$ cat config.mk
export PLATFORM = sky130hd
export DESIGN_NAME = clk_gate_ctrl
export DESIGN_NICKNAME = d
export VERILOG_FILES = /design/src/rtl/clk_gate_ctrl.sv
export SDC_FILE = /design/constraint.sdc
export NUM_CORES = 1
export LEC_CHECK = 0
export ABC_AREA = 1
export CAP_MARGIN = 20
export CORE_ASPECT_RATIO = 0.7
export CORE_MARGIN = 4
export CORE_UTILIZATION = 54
export DETAILED_ROUTE_END_ITERATION = 8
export DONT_BUFFER_PORTS = 1
export GPL_TIMING_DRIVEN = 0
export HOLD_SLACK_MARGIN = 0.08
export PLACE_DENSITY = 0.69
export SLEW_MARGIN = 10
export SYNTH_ARGS = -nofsm -noshare
export SYNTH_HDL_FRONTEND = slang
export SYNTH_SLANG_ARGS = --single-unit
export TNS_END_PERCENT = 10
$ cat constraint.sdc
create_clock -name clk_i -period 2 [get_ports clk_i]
set_input_delay 0.3 -clock clk_i [delete_from_list [all_inputs] [get_ports clk_i]]
set_output_delay 0.3 -clock clk_i [all_outputs]
set_load 0.005 [all_outputs]
$ cat src/rtl/clk_gate_ctrl.sv
// Per-domain clock-gating sequencer: gates idle domains after IDLE_CYCLES,
// restores the enable on demand and holds ready off for WAKE_CYCLES settle cycles.
module clk_gate_ctrl #(
  parameter int unsigned N_DOMAINS   = 4,
  parameter int unsigned IDLE_CYCLES = 16,
  parameter int unsigned WAKE_CYCLES = 2
) (
  input  logic                 clk_i,
  input  logic                 rst_ni,
  input  logic                 force_on_i,
  input  logic [N_DOMAINS-1:0] allow_i,
  input  logic [N_DOMAINS-1:0] busy_i,
  input  logic [N_DOMAINS-1:0] wake_i,
  output logic [N_DOMAINS-1:0] clk_en_o,
  output logic [N_DOMAINS-1:0] ready_o,
  output logic                 all_gated_o
);

  localparam int unsigned MAX_CYC = (IDLE_CYCLES > WAKE_CYCLES) ? IDLE_CYCLES : WAKE_CYCLES;
  localparam int unsigned CNT_W   = $clog2(MAX_CYC + 1);
  localparam logic [CNT_W-1:0] IDLE_LAST = CNT_W'(IDLE_CYCLES - 1);
  localparam logic [CNT_W-1:0] WAKE_LAST = CNT_W'((WAKE_CYCLES == 0) ? 0 : WAKE_CYCLES - 1);

  typedef enum logic [1:0] {
    ST_RUN  = 2'd0,
    ST_IDLE = 2'd1,
    ST_OFF  = 2'd2,
    ST_WAKE = 2'd3
  } state_e;

  logic all_gated_q, all_gated_d;

  for (genvar g = 0; g < int'(N_DOMAINS); g++) begin : g_dom
    state_e           state_q, state_d;
    logic [CNT_W-1:0] cnt_q, cnt_d;
    logic             en_q, en_d;
    logic             rdy_q, rdy_d;
    logic             idle_c;
    logic             wake_c;

    assign idle_c = ~busy_i[g] & ~wake_i[g] & allow_i[g] & ~force_on_i;
    assign wake_c = busy_i[g] | wake_i[g] | ~allow_i[g] | force_on_i;

    // Next-state: enable and ready are computed here and land in their own flops.
    always_comb begin
      state_d = state_q;
      cnt_d   = cnt_q;
      en_d    = en_q;
      rdy_d   = rdy_q;
      case (state_q)
        ST_RUN: begin
          if (idle_c) begin
            if (IDLE_CYCLES == 1) begin
              state_d = ST_OFF;
              cnt_d   = '0;
              en_d    = 1'b0;
              rdy_d   = 1'b0;
            end else begin
              state_d = ST_IDLE;
              cnt_d   = CNT_W'(1);
            end
          end
        end
        ST_IDLE: begin
          if (!idle_c) begin
            state_d = ST_RUN;
            cnt_d   = '0;
          end else if (cnt_q == IDLE_LAST) begin
            state_d = ST_OFF;
            cnt_d   = '0;
            en_d    = 1'b0;
            rdy_d   = 1'b0;
          end else begin
            cnt_d = cnt_q + CNT_W'(1);
          end
        end
        ST_OFF: begin
          if (wake_c) begin
            en_d  = 1'b1;
            cnt_d = '0;
            if (WAKE_CYCLES == 0) begin
              state_d = ST_RUN;
              rdy_d   = 1'b1;
            end else begin
              state_d = ST_WAKE;
            end
          end
        end
        ST_WAKE: begin
          // Settling cannot be aborted; idle is ignored here.
          if (cnt_q == WAKE_LAST) begin
            state_d = ST_RUN;
            cnt_d   = '0;
            rdy_d   = 1'b1;
          end else begin
            cnt_d = cnt_q + CNT_W'(1);
          end
        end
        default: begin
          state_d = ST_RUN;
          cnt_d   = '0;
          en_d    = 1'b1;
          rdy_d   = 1'b1;
        end
      endcase
    end

    always_ff @(posedge clk_i or negedge rst_ni) begin
      if (!rst_ni) begin
        state_q <= ST_RUN;
        cnt_q   <= '0;
        en_q    <= 1'b1;
        rdy_q   <= 1'b1;
      end else begin
        state_q <= state_d;
        cnt_q   <= cnt_d;
        en_q    <= en_d;
        rdy_q   <= rdy_d;
      end
    end

    assign clk_en_o[g] = en_q;
    assign ready_o[g]  = rdy_q;
  end

  // Registered from the enable flops, so it follows the last enable by one edge.
  assign all_gated_d = ~|clk_en_o;

  always_ff @(posedge clk_i or negedge rst_ni) begin
    if (!rst_ni) begin
      all_gated_q <= 1'b0;
    end else begin
      all_gated_q <= all_gated_d;
    end
  end

  assign all_gated_o = all_gated_q;

endmodule
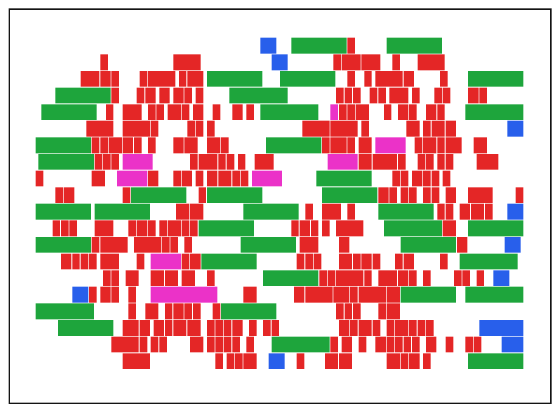
(run_1/cell_classes.png)
flops -> green  # cells 37
clock drivers and dummy loads -> magenta  # cells 8
other buffers and delay cells -> blue  # cells 10
all other logic -> red  # cells 285
standard-cell rows: 20
final standard cell area without fillers: 2660 sq um
Post-Route Utilization: 0.611

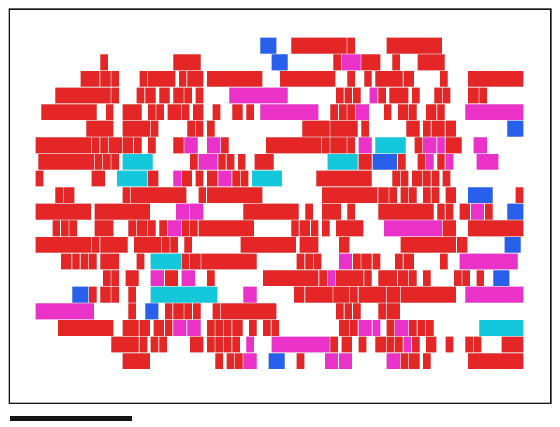
(run_1/drive_strength.png)
The bar under the picture is 20 microns long.
drive 2 -> magenta  # cells 43, share 13%
drive 3 to 4 -> blue  # cells 11, share 3.2%
drive 6 and up -> cyan  # cells 8, share 2.4%
drive 1 or less -> red  # cells 278, share 82%

==> summary.log, run 1 <==
[layout] Clock buffer cells 7
[worst_setup_path] timing startpoint of the critical path g_dom[0].cnt_q[0]$_DFFE_PN0P_
[route] First DRT Iteration DRCs 53
[worst_setup_path] worst r2r path cells 11
[layout] combined area of the multi-input logic cells 1220 sq um
[layout] portion of the layout cell area used by clock cells 0.0437
[logic_synthesis] register area share after synthesis 0.382
[logic_synthesis] post-synthesis area per instance 7.42 sq um
[layout] total of plain and repair buffers excluding clock buffers 10
[worst_setup_path] cell family with the largest share of critical-path delay simple AND/OR/NAND/NOR gates
[layout] final-stage net count 370
[logic_synthesis] #FFs+latches synth 37
[layout] Layout fillers 384
[clock_network] clock root buffer clkbuf_8
[pwr] P_clk 0.673 mW
[place] number of buffers added on ports 0
[logic_synthesis] post-synthesis share of cell area spent on xor and xnor gates 0.0215
[route] met3 wirelength from detailed routing 183 microns
[global_routing] routing layer with the top usage in global route met2
[timing] Max transition margin 0.793
[timing] setup repair after global routing missed its margin no
[layout] commonest cells after routing, fill and taps aside nand2_1 (68), inv_1 (52), nor2_1 (43)
[logic_synthesis] async set-reset flop share out of synthesis 1.00
[die] I/O pin count 24
[run] tool warning count 34
[route] DRC violation count after routing 0
[logic_synthesis] Adder Share, Synth 0.0818
[global_routing] GRT met3 Usage 0.0464
[logic_synthesis] net count of the mapped netlist 361
[logic_synthesis] area fraction in mux cells 0
[worst_setup_path] minimum setup slack among reg-to-reg paths 0.29 ns
[worst_setup_path] Critical Path Sink Type register
[global_routing] vias in the first global route 1837
[route] DR vias 1942
[clock_network] Inserted Clock Buffers 5
[clock_network] count of hold-fix buffers inserted at cts 2
[logic_synthesis] most common cell in the netlist nand2_1
[global_routing] Global Route met1 Usage 0.261
[timing] final worst-path cycle share 0.857
[pwr] fraction of power spent switching nets 0.356
[global_routing] met2 global-route usage 0.267
[logic_synthesis] yosys simple share 0.324
[worst_setup_path] startpoint of the worst register-to-register path g_dom[0].cnt_q[0]$_DFFE_PN0P_
[layout] footprint of the flip-flops and latches 936 sq um
[logic_synthesis] summed standard-cell area reported by yosys 2450 sq um
[route] Met1 Wirelength 2.39 mm
[clock_network] TritonCTS sink count 37
[global_routing] pin count of the biggest net entering global routing 38
[clock_network] # Post-CTS Setup Buffers 0
[timing] Worst Slack Setup Final 0.285 ns
[logic_synthesis] post-synth top area cell dfrtp_1
[timing] timing-limited maximum frequency 0.583 GHz
[global_routing] antenna violations before repair 0
[worst_setup_path] Buf+Inv Stages, Crit Path 1
[status] outcome finished, final reports clean
[clock_network] CTS max path bufs 2
[logic_synthesis] Area leader share 0.297
[timing] endpoints failing hold 0
[worst_setup_path] delay of the slowest cell on the worst path 0.43 ns
[logic_synthesis] number of library cell types mapped by synthesis 30
[logic_synthesis] Dominant flop cell dfrtp_1
[timing] WHS 0.301 ns
[clock_network] clock slew seen by the registers of the worst setup and hold paths 0.08 ns
[logic_synthesis] YS warnings 0
[clock_network] post-cts gate resize count 0
[timing] Least-Margin Pin Slew 0.309 ns
[logic_synthesis] and-or/or-and share of the synthesized area 0.0695
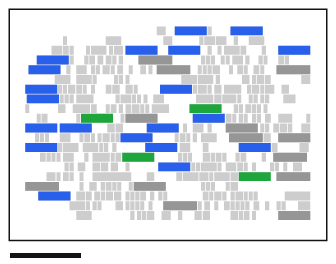
(run_1/registers.png)
The bar under the picture is 20 microns long. Other sequential cells in the stronger gray, the rest of the logic in the fainter gray.
g_dom.cnt_q -> blue  # placed flops 20
g_dom.state_q -> green  # placed flops 4, where center
not colored = 13
share of cell area taken by flip-flops and latches: 0.352
seq pwr: 1.01 mW

==> inputs of run 2 (changes only) <==
- CORE_UTILIZATION: 54 -> 42
- CTS_CLUSTER_SIZE: unset -> 12
- PLACE_DENSITY: 0.69 -> unset
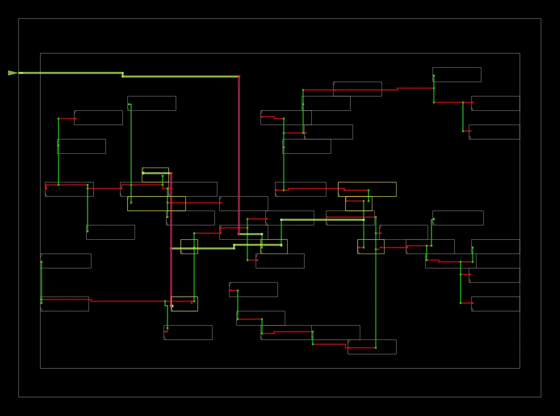
(run_2/final_clocks.png)
number of sequential cells: 37
TritonCTS sink count: 37
Max Clock Skew: 0.00801 ns
P_clk: 0.793 mW

==> run 2 against run 1 <==
Largest power group unchanged; area after synthesis unchanged; register-to-register slack worse by 0.04 ns; via count up 1.7%; highest routed layer unchanged; largest cell class unchanged.
==> summary.log, run 2 <==
[worst_setup_path] cell family with the largest share of critical-path delay simple AND/OR/NAND/NOR gates
[logic_synthesis] Area leader share 0.297 [unchanged]
[timing] timing-limited maximum frequency 0.570 GHz [-2.3%]
[clock_network] post-cts gate resize count 0 [unchanged]
[clock_network] clock slew seen by the registers of the worst setup and hold paths 0.08 ns [about the same]
[timing] Least-Margin Pin Slew 0.307 ns [-0.00212 ns]
[logic_synthesis] post-synthesis share of cell area spent on xor and xnor gates 0.0215 [unchanged]
[route] post-detailed-route wirelength per cell 11.3 microns
[timing] setup repair after global routing missed its margin no
[pwr] total power consumption of the routed design 2.47 mW
[global_routing] vias in the first global route 1740 [-5.3%]
[layout] final standard cell area without fillers 2710 sq um [+1.6%]
[timing] endpoints failing hold 0 [unchanged]
[logic_synthesis] post-synthesis area per instance 7.42 sq um [unchanged]
[route] DR vias 1975 [+1.7%]
[global_routing] pin count of the biggest net entering global routing 38 [unchanged]
[logic_synthesis] register area share after synthesis 0.382 [unchanged]
[logic_synthesis] summed standard-cell area reported by yosys 2450 sq um [unchanged]
[pwr] Leakage 1.37 nW
[layout] footprint of the flip-flops and latches 936 sq um [unchanged]
[global_routing] routing layer with the top usage in global route met1
[logic_synthesis] Adder Share, Synth 0.0818 [unchanged]
[pwr] fraction of power spent switching nets 0.350 [-0.00668]
[layout] total of plain and repair buffers excluding clock buffers 10 [unchanged]
[worst_setup_path] worst r2r path cells 11 [unchanged]
[logic_synthesis] Dominant flop cell dfrtp_1
[worst_setup_path] timing startpoint of the critical path g_dom[0].cnt_q[0]$_DFFE_PN0P_
[global_routing] Global Route met1 Usage 0.205 [-0.0556]
[timing] Worst Slack Setup Final 0.246 ns [-0.0396 ns]
[route] met3 wirelength from detailed routing 194 microns [+6.0%]
[die] I/O pin count 24 [unchanged]
[clock_network] Inserted Clock Buffers 5 [unchanged]
[pwr] seq pwr 1.01 mW [about the same]
[layout] share of cell area taken by flip-flops and latches 0.346 [-0.00553]
[logic_synthesis] flip-flops with a built-in enable 0
[route] Met1 Wirelength 2.52 mm [+5.4%]
[clock_network] count of hold-fix buffers inserted at cts 2 [unchanged]
[route] via count normalized by instance count 4.79
[timing] WHS 0.291 ns [-0.0101 ns]
[worst_setup_path] Buf+Inv Stages, Crit Path 1 [unchanged]
[status] outcome finished, final reports clean
[route] First DRT Iteration DRCs 71 [+34%]
[global_routing] GRT met3 Usage 0.0350 [-0.0114]
[worst_setup_path] Critical Path Most Common Cell nand2_1
[layout] Clock buffer cells 5 [-2]
[clock_network] clock root buffer clkbuf_8
[logic_synthesis] #FFs+latches synth 37 [unchanged]
[timing] count of final max-slew check failures 0
[die] standard-cell rows 22 [+10%]
[place] number of buffers added on ports 0 [unchanged]
[run] tool warning count 34 [unchanged]
[worst_setup_path] minimum setup slack among reg-to-reg paths 0.25 ns [-0.04 ns]
[clock_network] # Post-CTS Setup Buffers 0 [unchanged]
[logic_synthesis] YS warnings 0 [unchanged]
[layout] final-stage net count 370 [unchanged]
[worst_hold_path] capture endpoint of the worst hold path g_dom[1].en_q$_DFFE_PN1P_
[worst_setup_path] startpoint of the worst register-to-register path g_dom[0].cnt_q[0]$_DFFE_PN0P_
[worst_setup_path] category of the most critical setup path reg2reg
[logic_synthesis] async set-reset flop share out of synthesis 1.00 [unchanged]
[place] RD Place Congestion 0.842
[timing] final worst-path cycle share 0.877 [+0.0198]
[logic_synthesis] yosys simple share 0.324 [unchanged]
[place] Cell Count Post-Placement 402
[logic_synthesis] most common cell in the netlist nand2_1
[clock_network] CTS max path bufs 2 [unchanged]
[layout] Layout fillers 543 [+41%]
[global_routing] met2 global-route usage 0.197 [-0.0696]
[logic_synthesis] net count of the mapped netlist 361 [unchanged]
[logic_synthesis] number of library cell types mapped by synthesis 30 [unchanged]
[timing] Max transition margin 0.794 [+0.00142]
[layout] commonest cells after routing, fill and taps aside nand2_1 (68), inv_1 (52), nor2_1 (43)
[logic_synthesis] post-synth top area cell dfrtp_1
[layout] Post-Route Utilization 0.496 [-0.115]
[global_routing] antenna violations before repair 0 [unchanged]
[logic_synthesis] area fraction in mux cells 0 [unchanged]
[logic_synthesis] and-or/or-and share of the synthesized area 0.0695 [unchanged]
==> inputs of run 3 (changes only) <==
- HOLD_SLACK_MARGIN: 0.08 -> 0.12
- clock period: 2 -> 2.2 ns (I/O delays scaled with it)
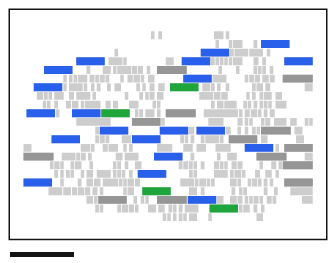
(run_3/registers.png)
The bar under the picture is 20 microns long. Other sequential cells in the stronger gray, the rest of the logic in the fainter gray.
g_dom.state_q -> green  # placed flops 4
g_dom.cnt_q -> blue  # placed flops 20
Post-Route Utilization: 0.496
seq pwr: 0.918 mW
footprint of the flip-flops and latches: 936 sq um
share of cell area taken by flip-flops and latches: 0.346

==> run 3 against run 2 <==
Hold slack better by 0.030 ns; core utilization unchanged; total power down 9.1%; global-route usage unchanged; clock skew unchanged; sequential cell count unchanged; clock power down 9.1%; first-iteration DRC count unchanged; final cell count unchanged; area after synthesis unchanged; count of clock-buffer cells in the layout unchanged; critical path type unchanged; largest cell class unchanged.
==> summary.log, run 3 <==
[status] outcome finished, final reports clean
[logic_synthesis] Area leader share 0.297 [unchanged]
[clock_network] TritonCTS sink count 37 [unchanged]
[layout] commonest cells after routing, fill and taps aside nand2_1 (68), inv_1 (52), nor2_1 (43)
[clock_network] clock root buffer clkbuf_8
[pwr] total power consumption of the routed design 2.25 mW [-9.1%]
[layout] Top cell excl fill/tap nand2_1
[logic_synthesis] async set-reset flop share out of synthesis 1.00 [unchanged]
[global_routing] Global Route met1 Usage 0.205 [unchanged]
[timing] Worst Slack Setup Final 0.446 ns [+0.200 ns]
[route] post-detailed-route wirelength per cell 11.3 microns [unchanged]
[timing] setup repair after global routing missed its margin no
[route] DRC violation count after routing 0
[clock_network] clock slew seen by the registers of the worst setup and hold paths 0.08 ns [about the same]
[timing] endpoints failing hold 0 [unchanged]
[layout] final-stage net count 370 [unchanged]
[worst_setup_path] Critical Path Most Common Cell nand2_1
[die] I/O pin count 24 [unchanged]
[worst_setup_path] Buf+Inv Stages, Crit Path 1 [unchanged]
[worst_setup_path] largest driver fanout on the critical path 5
[global_routing] antenna violations before repair 0 [unchanged]
[logic_synthesis] Dominant flop cell dfrtp_1
[die] standard-cell rows 22 [unchanged]
[logic_synthesis] most common cell in the netlist nand2_1
[place] RD Place Congestion 0.842 [unchanged]
[worst_hold_path] capture endpoint of the worst hold path g_dom[1].en_q$_DFFE_PN1P_
[pwr] combinational power 0.611 mW
[logic_synthesis] register area share after synthesis 0.382 [unchanged]
[layout] Layout Cells excl Fill 412
[clock_network] insertion delay at the late pin of the worst-skew pair 0.29 ns
[timing] count of final max-slew check failures 0 [unchanged]
[timing] final worst-path cycle share 0.797 [-0.0797]
[layout] Clock buffer cells 5 [unchanged]
[pwr] net switching power 0.786 mW
[route] Met1 Wirelength 2.52 mm [unchanged]
[place] number of buffers added on ports 0 [unchanged]
[logic_synthesis] YS warnings 0 [unchanged]
[logic_synthesis] net count of the mapped netlist 361 [unchanged]
[worst_setup_path] worst r2r path cells 11 [unchanged]
[place] Cell Count Post-Placement 402 [unchanged]
[clock_network] Inserted Clock Buffers 5 [unchanged]
[worst_setup_path] master of the slowest instance on the critical path dfrtp_1
[logic_synthesis] flip-flops with a built-in enable 0 [unchanged]
[run] tool warning count 34 [unchanged]
[layout] number of sequential cells 37 [unchanged]
[route] met3 wirelength from detailed routing 194 microns [unchanged]
[timing] timing-limited maximum frequency 0.570 GHz [unchanged]
[global_routing] GRT met3 Usage 0.0350 [unchanged]
[layout] total of plain and repair buffers excluding clock buffers 10 [unchanged]
[pwr] Leakage 1.37 nW [unchanged]
[clock_network] count of hold-fix buffers inserted at cts 2 [unchanged]
[route] DR vias 1975 [unchanged]
[layout] final standard cell area without fillers 2710 sq um [unchanged]
[layout] Layout fillers 543 [unchanged]
[logic_synthesis] yosys simple share 0.324 [unchanged]
[pwr] share of total power in the clock network 0.320
[logic_synthesis] area fraction in mux cells 0 [unchanged]
[logic_synthesis] post-synthesis area per instance 7.42 sq um [unchanged]
[worst_setup_path] minimum setup slack among reg-to-reg paths 0.45 ns [+0.20 ns]
[logic_synthesis] #FFs+latches synth 37 [unchanged]
[route] First DRT Iteration DRCs 71 [unchanged]
[route] met2 wire length 1.87 mm
[worst_hold_path] WHS Path Cells 4
[pwr] P_clk 0.721 mW [-9.1%]
[layout] NonClk Buf Share 0.0333
[global_routing] pin count of the biggest net entering global routing 38 [unchanged]
[global_routing] vias in the first global route 1740 [unchanged]
[clock_network] post-cts gate resize count 0 [unchanged]
[logic_synthesis] summed standard-cell area reported by yosys 2450 sq um [unchanged]
[logic_synthesis] number of library cell types mapped by synthesis 30 [unchanged]
[clock_network] # Post-CTS Setup Buffers 0 [unchanged]
[global_routing] routing layer with the top usage in global route met1
[timing] Max Clock Skew 0.00801 ns [unchanged]
[worst_setup_path] category of the most critical setup path reg2reg
[clock_network] CTS max path bufs 2 [unchanged]
[worst_setup_path] cell family with the largest share of critical-path delay simple AND/OR/NAND/NOR gates
[worst_setup_path] startpoint of the worst register-to-register path g_dom[0].cnt_q[0]$_DFFE_PN0P_
[worst_setup_path] timing startpoint of the critical path g_dom[0].cnt_q[0]$_DFFE_PN0P_
[timing] Least-Margin Pin Slew 0.307 ns [unchanged]
[pwr] fraction of power spent switching nets 0.350 [about the same]
[timing] WHS 0.321 ns [+0.0300 ns]
[place] area of placed instances 2540 sq um
[logic_synthesis] and-or/or-and share of the synthesized area 0.0695 [unchanged]
[timing] Max transition margin 0.794 [unchanged]
[logic_synthesis] post-synthesis share of cell area spent on xor and xnor gates 0.0215 [unchanged]
[route] via count normalized by instance count 4.79 [unchanged]
[logic_synthesis] post-synth top area cell dfrtp_1
[worst_setup_path] Critical Path, Cell by Cell ha_1 > nand2_1 > nor2_1 > ha_1 > inv_1 > nand3_1 > nor2_1 > nor2_2 > nand3_1 > nand2_1 > nand2_1
[logic_synthesis] Adder Share, Synth 0.0818 [unchanged]

==> gallery <==
Clock network drawn from the DEF.
picture 1
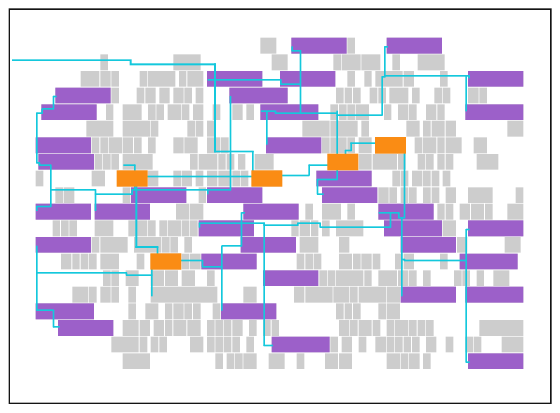
picture 2
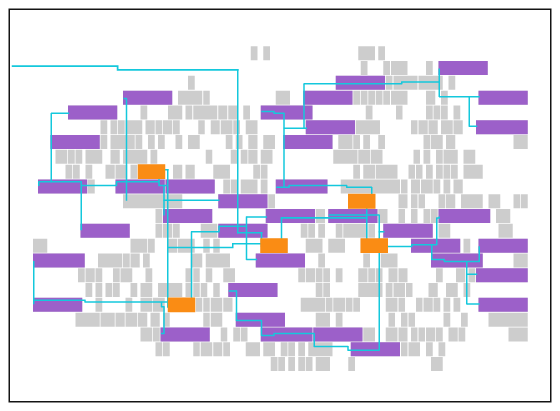
run 3 -> picture 2
run 1 -> picture 1

Key to picture 1:
flip-flops -> purple  # count 37
cells driving clock nets -> orange  # count 5
clock wires -> cyan  # length 509 microns
routed clock nets = 6

No activity file was given, so power comes from the tool's default toggle rates.
